[config.mk]
export PLATFORM = sky130hd
export DESIGN_NAME = bit_align_scheduler
export DESIGN_NICKNAME = d
export VERILOG_FILES = /design/src/rtl/bit_align_scheduler.sv
export SDC_FILE = /design/constraint.sdc
export NUM_CORES = 1
export LEC_CHECK = 0
export CELL_PAD_IN_SITES_DETAIL_PLACEMENT = 0
export CELL_PAD_IN_SITES_GLOBAL_PLACEMENT = 2
export CORE_MARGIN = 10
export CORE_UTILIZATION = 35
export CTS_CLUSTER_DIAMETER = 150
export CTS_CLUSTER_SIZE = 10
export DETAILED_ROUTE_END_ITERATION = 8
export MAX_ROUTING_LAYER = met4
export PLACE_DENSITY = 0.84
export SYNTH_ARGS = -nofsm -noshare
export SYNTH_HDL_FRONTEND = slang
export SYNTH_SLANG_ARGS = --single-unit
[constraint.sdc]
create_clock -name clk -period 6.5 [get_ports clk]
set_input_delay 0.975 -clock clk [delete_from_list [all_inputs] [get_ports clk]]
set_output_delay 0.975 -clock clk [all_outputs]
set_load 0.01 [all_outputs]
[src/rtl/bit_align_scheduler.sv]
// Calibration sequencer for a bank of bitAligner lanes: arms each selected lane's auto mode,
// waits for align_done, retries on error/timeout, and records lock status and latch polarity.
module bit_align_scheduler #(
    parameter int NLANE     = 4,
    parameter int SETTLE    = 16,
    parameter int TIMEOUT   = 1023,
    parameter int MAX_RETRY = 3
) (
    input  logic             clk,
    input  logic             rstn,
    input  logic             start,
    input  logic [NLANE-1:0] lane_mask,
    input  logic [NLANE-1:0] lane_align_done,
    input  logic [NLANE-1:0] lane_align_error,
    input  logic [NLANE-1:0] lane_latch_edge,
    output logic [NLANE-1:0] auto_mode,
    output logic [NLANE-1:0] manual_latch,
    output logic             busy,
    output logic             done,
    output logic [NLANE-1:0] lane_locked,
    output logic [NLANE-1:0] lane_failed
);
    localparam int IDX_W = (NLANE > 1) ? $clog2(NLANE) : 1;
    localparam int SET_W = (SETTLE > 1) ? $clog2(SETTLE) : 1;
    localparam logic [IDX_W-1:0] LAST_IDX    = IDX_W'(NLANE - 1);
    localparam logic [SET_W-1:0] SETTLE_LOAD = SET_W'(SETTLE - 1);
    localparam logic [15:0]      TMO_LAST    = 16'(TIMEOUT - 1);
    localparam logic [3:0]       RETRY_MAX   = 4'(MAX_RETRY);

    typedef enum logic [2:0] {
        IDLE   = 3'd0,
        SELECT = 3'd1,
        ARM    = 3'd2,
        WAIT   = 3'd3,
        CHECK  = 3'd4,
        DROP   = 3'd5,
        NEXT   = 3'd6,
        FINISH = 3'd7
    } state_t;

    state_t           state_r, state_s;
    logic [IDX_W-1:0] idx_r, idx_s;
    logic [3:0]       retry_r, retry_s;
    logic [SET_W-1:0] settle_r, settle_s;
    logic [15:0]      tmo_r, tmo_s;
    logic [1:0]       drop_r, drop_s;
    logic [NLANE-1:0] mask_r, mask_s;
    logic [NLANE-1:0] auto_mode_r, auto_mode_s;
    logic [NLANE-1:0] manual_latch_r, manual_latch_s;
    logic [NLANE-1:0] lane_locked_r, lane_locked_s;
    logic [NLANE-1:0] lane_failed_r, lane_failed_s;
    logic             busy_r, busy_s;
    logic             done_r, done_s;
    logic             fail_s;

    // Next-state, counter and status computation; outputs derive from the next state so they register in step.
    always_comb begin
        state_s        = state_r;
        idx_s          = idx_r;
        retry_s        = retry_r;
        settle_s       = settle_r;
        tmo_s          = tmo_r;
        drop_s         = drop_r;
        mask_s         = mask_r;
        manual_latch_s = manual_latch_r;
        lane_locked_s  = lane_locked_r;
        lane_failed_s  = lane_failed_r;
        fail_s         = 1'b0;

        case (state_r)
            IDLE: begin
                if (start) begin
                    mask_s         = lane_mask;
                    idx_s          = {IDX_W{1'b0}};
                    retry_s        = 4'd0;
                    manual_latch_s = {NLANE{1'b0}};
                    lane_locked_s  = {NLANE{1'b0}};
                    lane_failed_s  = {NLANE{1'b0}};
                    state_s        = SELECT;
                end else begin
                    state_s = IDLE;
                end
            end
            SELECT: begin
                if (mask_r[idx_r]) begin
                    settle_s = SETTLE_LOAD;
                    state_s  = ARM;
                end else begin
                    state_s = NEXT;
                end
            end
            ARM: begin
                if (settle_r == {SET_W{1'b0}}) begin
                    tmo_s   = 16'd0;
                    state_s = WAIT;
                end else begin
                    settle_s = settle_r - SET_W'(1);
                end
            end
            WAIT: begin
                // done wins over a timeout landing in the same cycle
                if (lane_align_done[idx_r]) begin
                    state_s = CHECK;
                end else if (tmo_r == TMO_LAST) begin
                    fail_s = 1'b1;
                end else if (tmo_r != 16'hFFFF) begin
                    tmo_s = tmo_r + 16'd1;
                end else begin
                    tmo_s = tmo_r;
                end
            end
            CHECK: begin
                if (!lane_align_error[idx_r]) begin
                    lane_locked_s[idx_r]  = 1'b1;
                    manual_latch_s[idx_r] = lane_latch_edge[idx_r];
                    state_s               = NEXT;
                end else begin
                    fail_s = 1'b1;
                end
            end
            DROP: begin
                if (drop_r == 2'd0) begin
                    settle_s = SETTLE_LOAD;
                    state_s  = ARM;
                end else begin
                    drop_s = drop_r - 2'd1;
                end
            end
            NEXT: begin
                if (idx_r == LAST_IDX) begin
                    state_s = FINISH;
                end else begin
                    idx_s   = idx_r + IDX_W'(1);
                    retry_s = 4'd0;
                    state_s = SELECT;
                end
            end
            FINISH: begin
                state_s = IDLE;
            end
            default: begin
                state_s = IDLE;
            end
        endcase

        if (fail_s) begin
            if (retry_r < RETRY_MAX) begin
                retry_s = retry_r + 4'd1;
                drop_s  = 2'd3;
                state_s = DROP;
            end else begin
                lane_failed_s[idx_r]  = 1'b1;
                manual_latch_s[idx_r] = 1'b0;
                state_s               = NEXT;
            end
        end else begin
            drop_s = drop_s;
        end

        if (state_s == ARM || state_s == WAIT || state_s == CHECK) begin
            auto_mode_s = NLANE'(1'b1) << idx_s;
        end else begin
            auto_mode_s = {NLANE{1'b0}};
        end
        busy_s = (state_s != IDLE);
        done_s = (state_s == FINISH);
    end

    // State and output registers with synchronous active-low reset.
    always_ff @(posedge clk) begin
        if (!rstn) begin
            state_r        <= IDLE;
            idx_r          <= {IDX_W{1'b0}};
            retry_r        <= 4'd0;
            settle_r       <= {SET_W{1'b0}};
            tmo_r          <= 16'd0;
            drop_r         <= 2'd0;
            mask_r         <= {NLANE{1'b0}};
            auto_mode_r    <= {NLANE{1'b0}};
            manual_latch_r <= {NLANE{1'b0}};
            lane_locked_r  <= {NLANE{1'b0}};
            lane_failed_r  <= {NLANE{1'b0}};
            busy_r         <= 1'b0;
            done_r         <= 1'b0;
        end else begin
            state_r        <= state_s;
            idx_r          <= idx_s;
            retry_r        <= retry_s;
            settle_r       <= settle_s;
            tmo_r          <= tmo_s;
            drop_r         <= drop_s;
            mask_r         <= mask_s;
            auto_mode_r    <= auto_mode_s;
            manual_latch_r <= manual_latch_s;
            lane_locked_r  <= lane_locked_s;
            lane_failed_r  <= lane_failed_s;
            busy_r         <= busy_s;
            done_r         <= done_s;
        end
    end

    assign auto_mode    = auto_mode_r;
    assign manual_latch = manual_latch_r;
    assign busy         = busy_r;
    assign done         = done_r;
    assign lane_locked  = lane_locked_r;
    assign lane_failed  = lane_failed_r;

endmodule
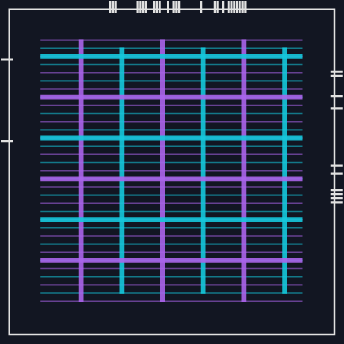
(power grid)
Scale: 3 px per um. Pins as bars on the die edge.
| net | colour |
|---|---|
| VDD | cyan |
| VSS | purple |
rows: 32
signal pins: 37
met4 straps: 6
met1 rails: 33

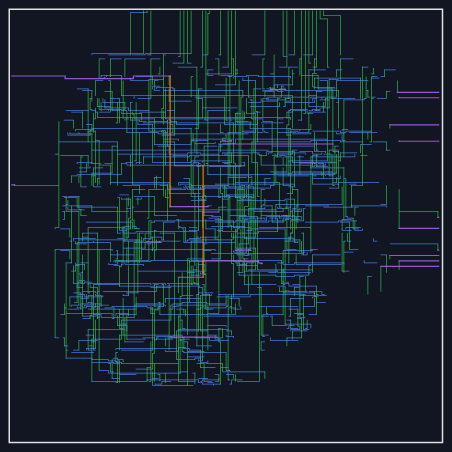
(signal wires by layer)
Scale: 4 px per um.
| layer | colour | wire length |
|---|---|---|
| met4 | orange | 60.5 um |
| met2 | green | 3260 um |
| met1 | blue | 3460 um |
| met3 | purple | 238 um |

==> impl_metrics.toml <==
# generated from flow reports
[logic_synthesis]
edf_count = 0
synthArstFlopShare_pct = 0
yosysWarnings = 0
ys_cells = 326
synth.logic.top_family = "simple AND/OR/NAND/NOR gates"
avgSynthCellArea_um2 = 8.31
syn_area_um2 = 2710
ys_seq_share_pct = 39.2
mux_area_share_pct = 3.56
xor_area_share_pct = 0.323
synth_adder_area_share_pct = 1.85
yosysUniqueCellTypes = 59
simple_gate_share_pct = 28.3

[detailed_routing]
drc = 0
vias_per_cell = 5.47
met1_length_um = 3460
drt-pass1-iter-count = 4
highest_layer = "met4"

[place]
preCtsSetupSlack_ns = 3.12
gp_congestion = 0.764
dp_hpwl_um = 5280
io_buffer_count = 36

[sta]
setup_ws_ns = 3.47
slew_headroom_pct = 36.5
skew_ns = 0.0103
hold_viol_final = 0
rsz0062_at_grt = "no"
fmax_mhz = 330
holdWs_ns = 0.451
setup_viol = 0
finalClockPeriodUsage_pct = 46.7

[cts]
cts_num_sinks = 53
postCtsSetupBuffers = 0
path_clk_slew_ns = 0.10

[layout]
nNonClkInverters = 7
diodes = 0
flop-count = 53
clock_area_share_pct = 3.04
nets = 376
area_growth_pct = 18.7
seq-cell-share_pct = 33.0
layout_top_cells = "53 x dfxtp_1, 37 x a21oi_1, 36 x clkdlybuf4s50_1, 31 x nand2_1, 27 x nor2_1"
final.fill_count = 801
comb_area_um2 = 1530
clock_buffers = 5
drive_above_1_share_pct = 6.50
largest_class = "multi-input combinational cells"

[worst_setup_path]
setup.worst_path.start = "lane_align_done[3]"
cp.required_ns = 6.75
start_kind = "input port"
path_cells = "clkdlybuf4s50_1 > mux4_2 > o22a_1 > or4_1 > or3_1 > a21oi_1"
end_kind = "register"
critical_path_peak_fanout = 16

[floorplan]
fp.dieW_um = 108
die.size.y_um = 108
io_pins = 37
tapCellCount = 102
initial_core_util_pct = 35.6
rows = 32
core_um2 = 7610

[power]
p_per_area_nw_per_um2 = 289
leakagePower_nw = 1.03
power_uw = 928

[global_routing]
first_global_vias = 2232
grt_start_max_net_pins = 33
grt_pass1_wl_um = 11200

[outcome]
status = "finished, final reports clean"

[hold_path]
hp-start = "lane_failed[1]$_SDFF_PN0_"
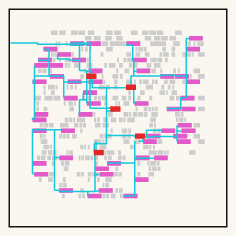
(clock network drawn from the DEF)
Scale: 2 px per um.
[clock wires] cyan | length: 673 um
[cells driving clock nets] red | count: 5
[flip-flops] magenta | count: 53
routed clock nets: 6

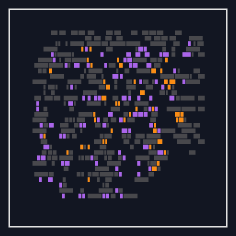
(gate families picked out)
Scale: 2 px per um.
| family | colour | cells | most used |
|---|---|---|---|
| NOR gates | orange | 45 | nor2_1 |
| inverting AOI/OAI gates | purple | 88 | a21oi_1 |
most instantiated logic cell after routing: dfxtp_1
fin cells: 456

-- final timing paths --
path,end,slack (ns),cells past startpoint
setup / recovery,tmo_r[15]$_SDFFE_PN0P_,3.47,6
hold / removal,lane_failed[1]$_SDFF_PN0_,0.45,2
setup reg to reg,tmo_r[15]$_SDFFE_PN0P_,3.61,5
hold reg to reg,lane_failed[1]$_SDFF_PN0_,0.45,2
-- cell usage after synthesis (all sizes together) (6+ instances only) --
library cell  number  share of area, %
nand4              6               1.4
nand2             31               4.3
clkbuf            12               1.7
dfxtp             53                39
nor3               6               1.1
or3               12               3.0
nor2              27               3.7
nor3b              7               1.9
a21oi             37               6.8
nand3             12               2.2
or4                9               2.6
o21ai             22               4.1
o31ai              8               2.4
inv                7              0.97
-- registers in the layout (all words and copies together), names as in the netlist --
signal and count:
tmo_r 16, auto_mode 4, lane_failed 4, lane_locked 4
manual_latch 4, mask_r 4, retry_r 4, settle_r 4
state_r 3, drop_r 2, idx_r 2, busy 1
done 1
-- layer usage --
metal,vias to the layer above,global-route usage [%]
met5,-,-
met4,0,3.05
met3,6,2.56
met2,31,18.0
met1,1181,16.2
li1,1275,-
-- report_power, final --
part | internal (mW) | leakage [nW] | switching, mW | total [mW]
clock | 0.0815 | 0.0511 | 0.121 | 0.202
sequential | 0.361 | 0.430 | 0.0556 | 0.417
combinational | 0.127 | 0.545 | 0.183 | 0.309
-- logic make-up (layout without fill, tap and decap cells) --
kind of cell    Yosys count  in the layout
buf+inv                  24             52
fa+ha+maj                 4              4
simple gates            139            139
xor+xnor                  1              1
compound gates           98             98
flops                    53             53
mux                       7              7
-- metrics by stage --
stage                     cells  util [%]
after global routing        456      42.3
after floorplan             326         -
after CTS                   456      42.3
after detailed placement    448      41.0
after global placement      448      41.0
final                       456      42.3
Power and IR drop assume default switching activity.
